**config.mk**
```make
export PLATFORM = sky130hd
export DESIGN_NAME = round_timer
export DESIGN_NICKNAME = d
export VERILOG_FILES = /design/src/rtl/round_timer.sv
export SDC_FILE = /design/constraint.sdc
export NUM_CORES = 1
export LEC_CHECK = 0
export CAP_MARGIN = 20
export CORE_UTILIZATION = 53
export CTS_BUF_LIST = sky130_fd_sc_hd__clkbuf_4
export DETAILED_ROUTE_END_ITERATION = 10
export PLACE_DENSITY = 0.79
export SYNTH_ARGS = -nofsm -noshare
export SYNTH_HDL_FRONTEND = slang
export SYNTH_SLANG_ARGS = --single-unit
```
**constraint.sdc**
```tcl
create_clock -name clk_i -period 2.4 [get_ports clk_i]
set_input_delay 0.24 -clock clk_i [delete_from_list [all_inputs] [get_ports clk_i]]
set_output_delay 0.24 -clock clk_i [all_outputs]
set_load 0.005 [all_outputs]
```
**src/rtl/round_timer.sv**
```systemverilog
// round_timer: round countdown (binary + BCD) with one-cycle timeout pulse; ROUND_TIMER_WARN_EN adds warn_o.
// Latency: a command sampled at a clock edge takes effect at that edge and shows on outputs the next cycle.
// Backpressure: none; start/pause/abort are sampled every cycle with priority abort > start > pause.
module round_timer #(
  parameter int CLK_FREQ_HZ   = 60_000_000,
  parameter int ROUND_SECONDS = 99
) (
  input  logic       clk_i,
  input  logic       rst_ni,
  input  logic       start_i,
  input  logic       pause_i,
  input  logic       abort_i,
  output logic [7:0] seconds_o,
  output logic [3:0] tens_o,
  output logic [3:0] ones_o,
  output logic       running_o,
  output logic       expired_o,
  output logic       timeout_o,
  output logic       warn_o
);

  localparam int            TW        = $clog2(CLK_FREQ_HZ);
  localparam logic [TW-1:0] TICK_MAX  = TW'(CLK_FREQ_HZ - 1);
  localparam logic [7:0]    SEC_INIT  = 8'(ROUND_SECONDS);
  localparam logic [3:0]    TENS_INIT = 4'(ROUND_SECONDS / 10);
  localparam logic [3:0]    ONES_INIT = 4'(ROUND_SECONDS % 10);

  typedef enum logic [1:0] {
    IDLE    = 2'd0,
    RUNNING = 2'd1,
    PAUSED  = 2'd2,
    EXPIRED = 2'd3
  } state_e;

  state_e        state_q, state_d;
  logic [TW-1:0] tick_q, tick_d;
  logic [7:0]    sec_q, sec_d;
  logic [3:0]    tens_q, tens_d;
  logic [3:0]    ones_q, ones_d;
  logic          timeout_q, timeout_d;

  logic active, reload, advance, wrap, last_sec;

  assign active   = (state_q == RUNNING) || (state_q == PAUSED);
  assign reload   = abort_i || start_i;
  // PAUSED with pause_i low advances like RUNNING, so each paused cycle costs exactly one cycle
  assign advance  = active && !reload && !pause_i;
  assign wrap     = advance && (tick_q == TICK_MAX);
  assign last_sec = wrap && (sec_q == 8'd1);

  always_ff @(posedge clk_i or negedge rst_ni) begin
    if (!rst_ni) begin
      state_q <= IDLE;
    end else begin
      state_q <= state_d;
    end
  end

  always_comb begin
    state_d = state_q;
    if (abort_i) begin
      state_d = IDLE;
    end else if (start_i) begin
      state_d = RUNNING;
    end else if (active) begin
      if (pause_i) begin
        state_d = PAUSED;
      end else if (last_sec) begin
        state_d = EXPIRED;
      end else begin
        state_d = RUNNING;
      end
    end
  end

  always_comb begin
    tick_d    = tick_q;
    sec_d     = sec_q;
    tens_d    = tens_q;
    ones_d    = ones_q;
    timeout_d = 1'b0;
    if (reload) begin
      tick_d = '0;
      sec_d  = SEC_INIT;
      tens_d = TENS_INIT;
      ones_d = ONES_INIT;
    end else if (wrap) begin
      tick_d = '0;
      if (last_sec) begin
        sec_d     = 8'd0;
        tens_d    = 4'd0;
        ones_d    = 4'd0;
        timeout_d = 1'b1;
      end else begin
        sec_d = sec_q - 8'd1;
        if (ones_q == 4'd0) begin
          ones_d = 4'd9;
          tens_d = tens_q - 4'd1;
        end else begin
          ones_d = ones_q - 4'd1;
        end
      end
    end else if (advance) begin
      tick_d = tick_q + TW'(1);
    end
  end

  always_ff @(posedge clk_i or negedge rst_ni) begin
    if (!rst_ni) begin
      tick_q    <= '0;
      sec_q     <= SEC_INIT;
      tens_q    <= TENS_INIT;
      ones_q    <= ONES_INIT;
      timeout_q <= 1'b0;
    end else begin
      tick_q    <= tick_d;
      sec_q     <= sec_d;
      tens_q    <= tens_d;
      ones_q    <= ones_d;
      timeout_q <= timeout_d;
    end
  end

  always_comb begin
    seconds_o = sec_q;
    tens_o    = tens_q;
    ones_o    = ones_q;
    running_o = (state_q == RUNNING);
    expired_o = (state_q == EXPIRED);
    timeout_o = timeout_q;
  end

`ifdef ROUND_TIMER_WARN_EN
  logic warn_q, warn_d;

  assign warn_d = ((state_d == RUNNING) || (state_d == PAUSED)) &&
                  (sec_d != 8'd0) && (sec_d <= 8'd10);

  always_ff @(posedge clk_i or negedge rst_ni) begin
    if (!rst_ni) begin
      warn_q <= 1'b0;
    end else begin
      warn_q <= warn_d;
    end
  end

  assign warn_o = warn_q;
`else
  assign warn_o = 1'b0;
`endif

endmodule

```
==> flow_summary.ini <==
; implementation run metrics
[run_status]
outcome = finished with violations
violated_checks = DRC, hold timing

[clock_tree]
htree_levels = 2
cts_setup_buffers = 0
cts.clk_slew.worst_paths_ns = 0.14
clock_path_buffers = 2
hold_buffers = 0
cts_resized = 0

[worst_setup_path]
critPathRequiredTime_ns = 2.71
timing.critical_path.to_type = flop
timing.reg2reg.setup_slack_ns = 0.07
crit_chain = inv_2 -> ha_4 -> or2_2 -> or4_4 -> buf_2 -> buf_4 -> o21ba_2 -> o21ai_0
crit_path_max_fanout = 8
worstSetupEndpoint = ones_o[3]
reg2reg_depth = 8
timing.setup.critical_path_class = reg -> reg
critical_path_launch_point_type = flop
worstPathBufferInverterCount = 3
worst_reg2reg_path_endpoint = ones_o[3]
critPathMaxStageDelay_ns = 0.59
cpLargestDelayFamily = simple AND/OR/NAND/NOR gates
cp.depth = 8
data_arrival_time_of_the_critical_path_ns = 2.63

[timing]
fmaxAchievable_mhz = 430
hold_slack_ns = -0.00440
timing.final.crit_share_pct = 96.9
tns_ns = 0
hold_viol_final = 4
finalWorstPathRequiredPeriod_ns = 2.33
timing.final.setup_violations = 0
layout_setup_ws_ns = 0.0744
relSlewSlack_pct = 36.9

[logic_synthesis]
syn_inst = 275
post_synth_mux_area_share_pct = 0.398
post_synth_main_area_contributors = dfrtp_1, dfstp_2, xnor2_1
synth-simple-area-share_pct = 28.3
flop_cell = dfrtp_1
register_area_share_after_synthesis_pct = 45.2
flip_flop_and_latch_count_after_synthesis = 45
synth.yosys.warnings = 0
fraction_of_registers_with_async_set_reset_pct = 100
synth-compound-area-share_pct = 10.6
logic_family = simple AND/OR/NAND/NOR gates
postSynthAreaPerCell_um2 = 9.14
synth-cells-yosys = 275
post_synth_num_cell_types = 47
yosys.cell_count.top_type = dfrtp_1
common_cells = dfrtp_1, nor2_1, nand2_1, o21ai_0, xnor2_1
area_of_the_mapped_netlist_um2 = 2510

[final_layout]
tally_of_non_filler_cells_in_the_final_layout = 368
largest_reg_flops = 26
logic_area_um2 = 1290
seq_share_pct = 38.0
multi_input_combinational = 206
layout.sequential_cells = 45
area_growth_syn_to_layout_pct = 19.0
multi_input_logic_portion_of_the_cell_area_pct = 43.3
n_fill_cell = 354
flop_area_um2 = 1140
count_of_nets_after_finishing = 328
final_layout_top_logic_cells = dfrtp_1, nor2_1, clkdlybuf4s50_1, nand2_1, buf_4
bufAreaShareNonClock_pct = 13.4
final_layout_top_logic_cell = dfrtp_1
layout.clock_buffers = 5
nNonClkInverters = 12
nNonClkBuffers = 45
clk_share_pct = 1.67
largest_register_by_flop_count = tick_q

[floorplanning]
num_tap_cells = 52
row_count = 24
floorplanUtilization_pct = 56.5
die.size.x_um = 70.9
die_span_y_um = 70.9

[drt]
first_pass_iters = 7
avgViaCountPerCell = 5.87
met3_length_um = 248
met2WireLength_um = 2500
post-route-drc-count = 8
detail-route-antenna-nets = 0
dr.max_layer_used = met4
drt-initial-drc-count = 122

[power]
seq_power_share_pct = 64.0
power_combinational_mw = 0.0822
power.group.top = sequential cells
comb_power_share_pct = 6.9
internal_power_mw = 0.901
power_switching_mw = 0.296
leakage_nw = 1.16
p_per_area_nw_per_um2 = 400
fraction_of_power_spent_switching_nets_pct = 24.8
finalPower_mw = 1.20

[grt]
pin_count_of_the_biggest_net_entering_global_routing = 44
grt_antenna_before_repair = 0

[place]
routabilityCongestion = 0.849
post-dp-hpwl_um = 3890
dpl_worst_slack_ns = 0.0242
placed_cell_area_um2 = 2890

[run]
drv.max_cap_violation_count = 0
log.warning_count = 29

[min_path]
timing.hold.worst.class = in -> async
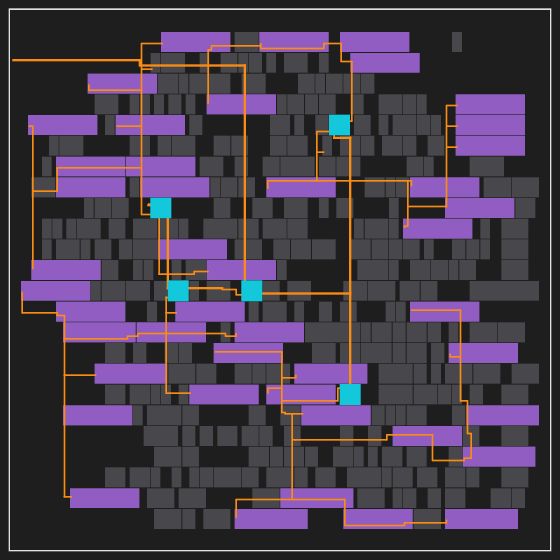
*Routed clock nets over the placement*
Orange stands for clock wires, length 545 um. Cyan stands for clock-net drivers, count 5. Purple stands for flip-flops, count 45.
There are 6 routed clock nets.
Clock Latency Late Sink: 0.37 ns
setup clock skew after layout: 0.0251 ns
fraction of power consumed by the clock network: 29.2%
total clock network power: 0.349 mW

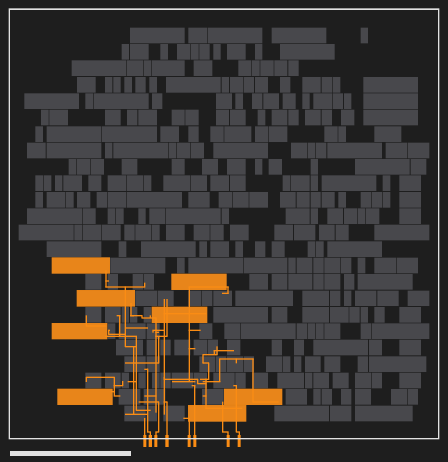
*I/O nets highlighted*
Scale bar: 20 um.
Orange stands for `seconds_o`, bits 8, direction output, edge south, end cells 8, buffers 8, wire 303 um.
total I/O pin count: 25
input/output buffers: 23

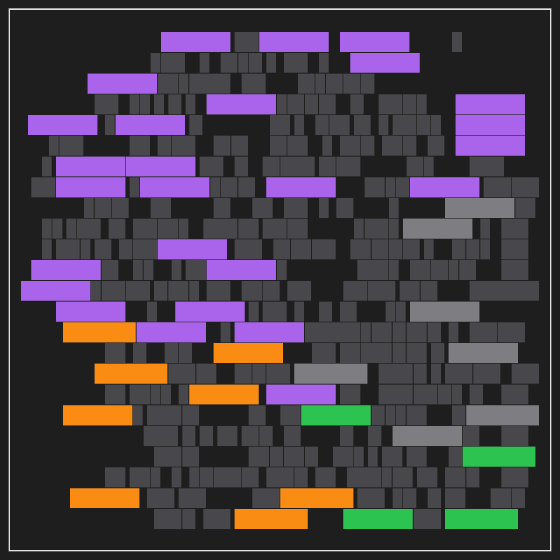
*Register map, names as in the netlist*
Green stands for `tens_o`, sequential cells 4, where south-east. Orange stands for `seconds_o`, sequential cells 8. Purple stands for `tick_q`, sequential cells 26.
Another 7 sequential cells are not coloured.

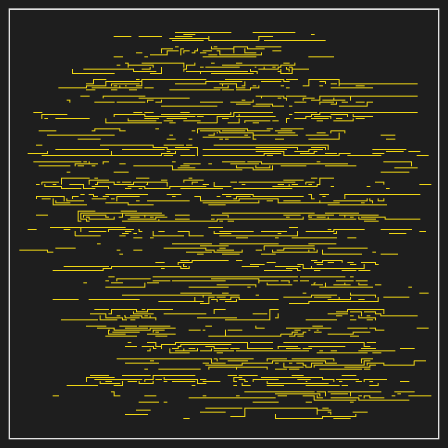
*Met1 routing*
The layer holds 49% of the routed length. The layer carries 2,720 um of wire. The wires run mostly horizontal.
wire length reported by the detailed router: 5550 um
met1 global-route usage: 34.9%

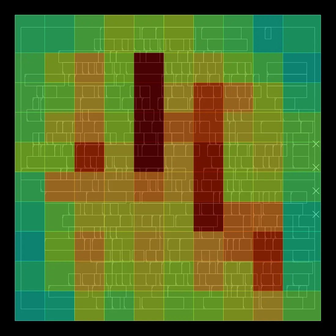
*Routing congestion map*
met3 track utilization from global routing: 3.42%
met2 track demand over resource in global routing: 37.4%
peak-usage layer in the global routing report: met2
utilization after layout: 67.3%
total routing usage reported by global routing: 24.4%

Power and IR drop assume default switching activity.
